### src/rtl/somador_serial.sv
`default_nettype none
// +--------------------------------------------------------------------------+
// | somador_serial : bit-serial N-bit adder, one full-adder cell + carry flop|
// | Optional subtract mode via macro SOMADOR_SERIAL_SUB_EN.       Rev 1.0    |
// +--------------------------------------------------------------------------+
module somador_serial #(
   parameter int N  = 8,
   parameter int CW = $clog2(N) + 1
) (
   input  logic         clk,
   input  logic         rst_n,
   input  logic         start,
`ifdef SOMADOR_SERIAL_SUB_EN
   input  logic         sub,
`endif
   input  logic [N-1:0] a,
   input  logic [N-1:0] b,
   input  logic         cin,
   output logic         busy,
   output logic         done,
   output logic [N-1:0] soma,
   output logic         cout
);

   typedef enum logic [1:0] {
      OCIOSO  = 2'd0,
      SOMANDO = 2'd1,
      PRONTO  = 2'd2
   } state_t;

   state_t        state_q, state_d;
   logic [N-1:0]  reg_a_q, reg_a_d;
   logic [N-1:0]  reg_b_q, reg_b_d;
   logic [N-1:0]  res_q,   res_d;
   logic [N-1:0]  soma_q,  soma_d;
   logic [CW-1:0] cnt_q,   cnt_d;
   logic          carry_q, carry_d;
   logic          cout_q,  cout_d;
   logic          busy_q,  busy_d;
   logic          done_q,  done_d;

   logic [N-1:0]  b_load;
   logic          carry_load;
   logic          bit_s;
   logic          bit_c;

   // Subtraction is a + ~b + 1, so only the B operand and initial carry differ.
`ifdef SOMADOR_SERIAL_SUB_EN
   assign b_load     = sub ? ~b : b;
   assign carry_load = sub ? 1'b1 : cin;
`else
   assign b_load     = b;
   assign carry_load = cin;
`endif

   assign bit_s = reg_a_q[0] ^ reg_b_q[0] ^ carry_q;
   assign bit_c = (reg_a_q[0] & reg_b_q[0]) | (reg_a_q[0] & carry_q) | (reg_b_q[0] & carry_q);

   always_comb begin
      state_d = state_q;
      reg_a_d = reg_a_q;
      reg_b_d = reg_b_q;
      res_d   = res_q;
      soma_d  = soma_q;
      cnt_d   = cnt_q;
      carry_d = carry_q;
      cout_d  = cout_q;

      case (state_q)
         OCIOSO, PRONTO: begin
            state_d = OCIOSO;
            if (start) begin
               reg_a_d = a;
               reg_b_d = b_load;
               carry_d = carry_load;
               cnt_d   = '0;
               state_d = SOMANDO;
            end
         end
         SOMANDO: begin
            reg_a_d = reg_a_q >> 1;
            reg_b_d = reg_b_q >> 1;
            res_d   = {bit_s, res_q[N-1:1]};
            carry_d = bit_c;
            cnt_d   = cnt_q + CW'(1);
            // Final bit: publish the result including the bit computed this edge.
            if (cnt_q == CW'(N - 1)) begin
               soma_d  = {bit_s, res_q[N-1:1]};
               cout_d  = bit_c;
               state_d = PRONTO;
            end
         end
         default: state_d = OCIOSO;
      endcase

      busy_d = (state_d == SOMANDO);
      done_d = (state_d == PRONTO);
   end

   always_ff @(posedge clk or negedge rst_n) begin
      if (!rst_n) begin
         state_q <= OCIOSO;
         reg_a_q <= '0;
         reg_b_q <= '0;
         res_q   <= '0;
         soma_q  <= '0;
         cnt_q   <= '0;
         carry_q <= 1'b0;
         cout_q  <= 1'b0;
         busy_q  <= 1'b0;
         done_q  <= 1'b0;
      end else begin
         state_q <= state_d;
         reg_a_q <= reg_a_d;
         reg_b_q <= reg_b_d;
         res_q   <= res_d;
         soma_q  <= soma_d;
         cnt_q   <= cnt_d;
         carry_q <= carry_d;
         cout_q  <= cout_d;
         busy_q  <= busy_d;
         done_q  <= done_d;
      end
   end

   assign busy = busy_q;
   assign done = done_q;
   assign soma = soma_q;
   assign cout = cout_q;

endmodule
`default_nettype wire

### config.mk
export PLATFORM = sky130hd
export DESIGN_NAME = somador_serial
export DESIGN_NICKNAME = d
export VERILOG_FILES = /design/src/rtl/somador_serial.sv
export SDC_FILE = /design/constraint.sdc
export NUM_CORES = 1
export LEC_CHECK = 0
export CORE_MARGIN = 2
export CORE_UTILIZATION = 57
export CTS_BUF_LIST = sky130_fd_sc_hd__clkbuf_4 sky130_fd_sc_hd__clkbuf_8
export CTS_CLUSTER_SIZE = 14
export DETAILED_ROUTE_END_ITERATION = 16
export GPL_TIMING_DRIVEN = 0
export PLACE_DENSITY = 0.94
export SKIP_CTS_REPAIR_TIMING = 1
export SYNTH_ARGS = -nofsm -noshare
export SYNTH_HDL_FRONTEND = slang
export SYNTH_SLANG_ARGS = --single-unit
### constraint.sdc
create_clock -name clk -period 3.5 [get_ports clk]
set_clock_uncertainty 0.05 [all_clocks]
set_input_delay 0.7 -clock clk [delete_from_list [all_inputs] [get_ports clk]]
set_output_delay 0.7 -clock clk [all_outputs]
set_load 0.1 [all_outputs]
==> flow_summary.ini <==
; physical design summary
[clocking]
worst_setup_hold_path_clk_slew_ps = 110
clockRootBuffer = sky130_fd_sc_hd__clkbuf_4
clock_tree.htree_level_count = 2
tritoncts = yes
tritoncts_num_sinks = 41
cts-root-to-sink-buffers = 2

[synthesis]
synth.yosys.chip_area_um2 = 1700
top_area_cell = sky130_fd_sc_hd__dfrtp_1
synthTopCellsByArea = sky130_fd_sc_hd__dfrtp_1, sky130_fd_sc_hd__mux2_2, sky130_fd_sc_hd__a22o_1, sky130_fd_sc_hd__a21o_1, sky130_fd_sc_hd__buf_6
yosys_warnings = 0
synth_area_per_cell_um2 = 14.6
fa_ha_area_share_pct = 1.92
synth.ff_latch_count = 41
synth-cells-yosys = 116
muxShareOfSynthArea_pct = 11.8
synthSimpleGateAreaFrac_pct = 5.24
synth_nets = 138
xor_share_pct = 0.516
synth-compound-area-share_pct = 16.7
sequential_to_total_area_share_from_yosys_stat_pct = 60.5
syn-instance-count = 116

[global_route]
grt_antenna_before_repair = 0
grt.busiest_layer = met2
grt_pass1_vias = 1096
gr-usage-met3_pct = 6.15
global_route_wire_length_before_repair_um = 5120
groute.usage.overall_pct = 20.8
globalRouteMet2Util_pct = 30.8

[power_and_ir_drop]
switching_power_mw = 0.981
power_sequential_mw = 0.818
top_power_group = combinational cells
p_int_mw = 1.27
power_leakage_nw = 1.04
clockPowerShare_pct = 10.9
cellPowerDensity_nw_per_um2 = 1080
ir_drop_mv = 0.982
power_frac_comb_pct = 52.8
report.power.total_mw = 2.25
comb-power_mw = 1.19
part_of_the_power_in_registers_pct = 36.4
swShare_pct = 43.6

[routing]
detailroute.via_count = 1075
wl_met3_um = 100
detail_route.wl_per_cell_um = 16.2
drt.antenna.violating_nets = 0
top_layer_used = met4
residual_drc = 0
firstDrtPassIters = 4
drt-vias-per-instance = 5.81
wl_met1_um = 1360
drtIter0Drc = 30
routed_wirelength_um = 2990

[timing]
rsz0062_at_grt = no
fmaxAchievable_mhz = 384
final.setup.worst_slack_ps = 895
fin_crit_sh_pct = 74.4
fin_tns_setup_ps = 0
timing.max_slew.rel_slack_pct = 35.4
worst_hold_slack_ps = 407
max_slew.worst_pin.slew_ps = 967
final-setup-viol-count = 0
hold_viol_final = 0
fin_crit_ps = 2600

[floorplan]
fp.dieArea_um2 = 3430
tapCellCount = 31
floorplanUtilization_pct = 61.0
floorplan.rows = 19
top_level_ports = 31
y_dimension_of_the_die_um = 58.6

[critical_path]
cpPeakStageDelay_ps = 1130
critical_path_buf_inv_count = 1
cp_data_required_time_ps = 2750
timing.critical_path.max_delay_family = buffers and inverters
end_kind = output pin
critPathLaunchType = flop
critPathArrivalTime_ps = 1850
cp_max_fo = 2
critical_path.slowest_cell = sky130_fd_sc_hd__clkdlybuf4s50_1
path_cells = clkdlybuf4s50_1

[final_layout]
seq_area_share_pct = 49.1
layout.cells.largest_class = registers
clock_cell_area_share_pct = 2.87
layout_top_cell = sky130_fd_sc_hd__dfrtp_1
layout.cell_area.non_filler_um2 = 2090
filler_cell_count = 186
final_stage_net_count = 175
area_used_by_multi_input_combinational_logic_um2 = 614
synthToLayoutAreaGrowth_pct = 23.2
non_clock_inverter_count = 0
multi_input_comb_cells = 68
final_layout_top_logic_cells = sky130_fd_sc_hd__dfrtp_1, sky130_fd_sc_hd__clkdlybuf4s50_1, sky130_fd_sc_hd__a22o_1, sky130_fd_sc_hd__mux2_2, sky130_fd_sc_hd__a21o_1
flop_area_um2 = 1030
diodes = 0

[job]
warning_count = 26
max-cap-violations = 0

[placement]
place_congestion = 0.781
placement.io_buffers = 30
detailedPlace.worstSlack_ps = 1280
placedInstanceArea_um2 = 2030
dp.cells = 177
detailed_place_hpwl_um = 2080

[outcome]
run_status = finished, final reports clean

[min_path]
class_of_the_tightest_hold_or_removal_check = input pin to async pin
flip-flops by register name, summed over array words and instances, names as in the netlist, 2 cells and up:
| signal | cells |
|---|---|
| soma | 8 |
| reg_b_q | 8 |
| cnt_q | 4 |
| res_q | 7 |
| reg_a_q | 8 |
| state_q | 2 |
final timing paths:
check,to,slack [ps],from,cells after the start
worst max-delay path,soma[2],900,soma[2]$_DFFE_PN0P_,1
worst min-delay path,state_q[1]$_DFF_PN0_,410,rst_n,1
worst max register to register,cout$_DFFE_PN0P_,1910,cnt_q[0]$_DFFE_PN0P_,5
worst min register to register,reg_a_q[6]$_DFFE_PN0P_,440,reg_a_q[6]$_DFFE_PN0P_,1
max in group asynchronous,soma[5]$_DFFE_PN0P_,2450,rst_n,1
min in group clk,reg_a_q[6]$_DFFE_PN0P_,440,reg_a_q[6]$_DFFE_PN0P_,1
synthesized netlist by cell type:
master and n:
sky130_fd_sc_hd__a21o_1 15, sky130_fd_sc_hd__a22o_1 19, sky130_fd_sc_hd__and2b_4 1, sky130_fd_sc_hd__buf_2 3
sky130_fd_sc_hd__buf_4 1, sky130_fd_sc_hd__buf_6 3, sky130_fd_sc_hd__dfrtp_1 41, sky130_fd_sc_hd__fa_1 1
sky130_fd_sc_hd__ha_1 1, sky130_fd_sc_hd__mux2_2 16, sky130_fd_sc_hd__mux2i_1 2, sky130_fd_sc_hd__nand2_1 1
sky130_fd_sc_hd__nand2b_1 3, sky130_fd_sc_hd__nand4_1 1, sky130_fd_sc_hd__nor2_1 1, sky130_fd_sc_hd__nor2_2 1
sky130_fd_sc_hd__nor2b_1 1, sky130_fd_sc_hd__nor2b_4 1, sky130_fd_sc_hd__nor3b_1 1, sky130_fd_sc_hd__nor3b_2 1
sky130_fd_sc_hd__o21ai_0 1, sky130_fd_sc_hd__xnor2_1 1
Figure 1. Metal layers overlaid.
Scale: 10 px per um. Two of the layers only.
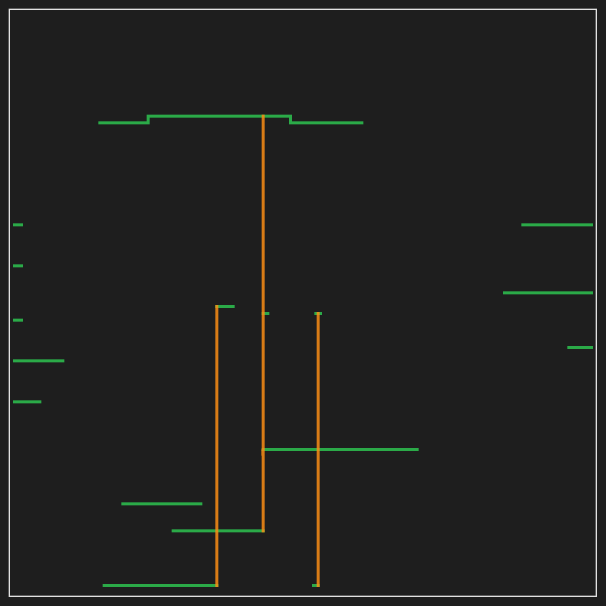
layer	colour	wire length
metal 4	orange	96.6 um
metal 3	green	101 um

Figure 2. Port wiring.
Scale: 6 px per um.
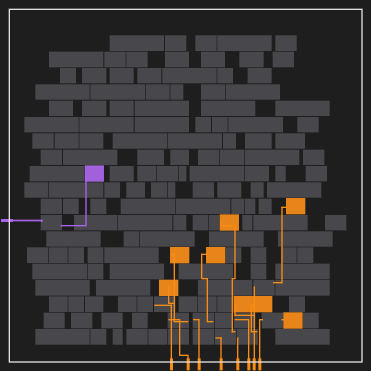
port	colour	direction	end cells	buffers	wire
`cin`	purple	input	1	1	17.6 um
`a`	orange	input	8	8	145 um

Figure 3. Clock nets.
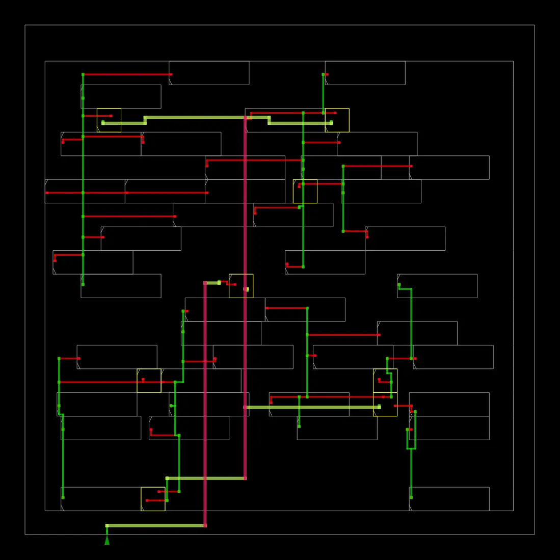
Clock group: 0.244 mW
Skew-Pair Late Insertion Delay: 350 ps
count of clock buffers in the final design: 8
number of buffers created by CTS: 5
number of flip-flops and latches: 41

Figure 4. A small window of the routed layout.
Region (34, 34) to (54, 54) um. Cells in grey, sequential cells in the stronger grey; small squares are vias.
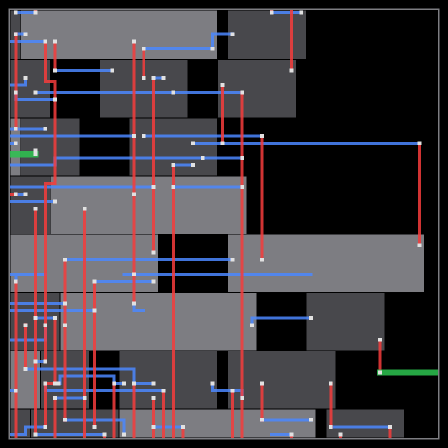
layer	colour
metal 2	red
metal 3	green
metal 1	blue
sequential cells in the window	6
netlist names of flops here include	`res_q` (2), `soma` (2)
most frequent	dfrtp_1 (6), mux2_2 (3), clkdlybuf4s50_1 (3)
cells with their middle in the window	18

Power is estimated from default activity; no workload was simulated.
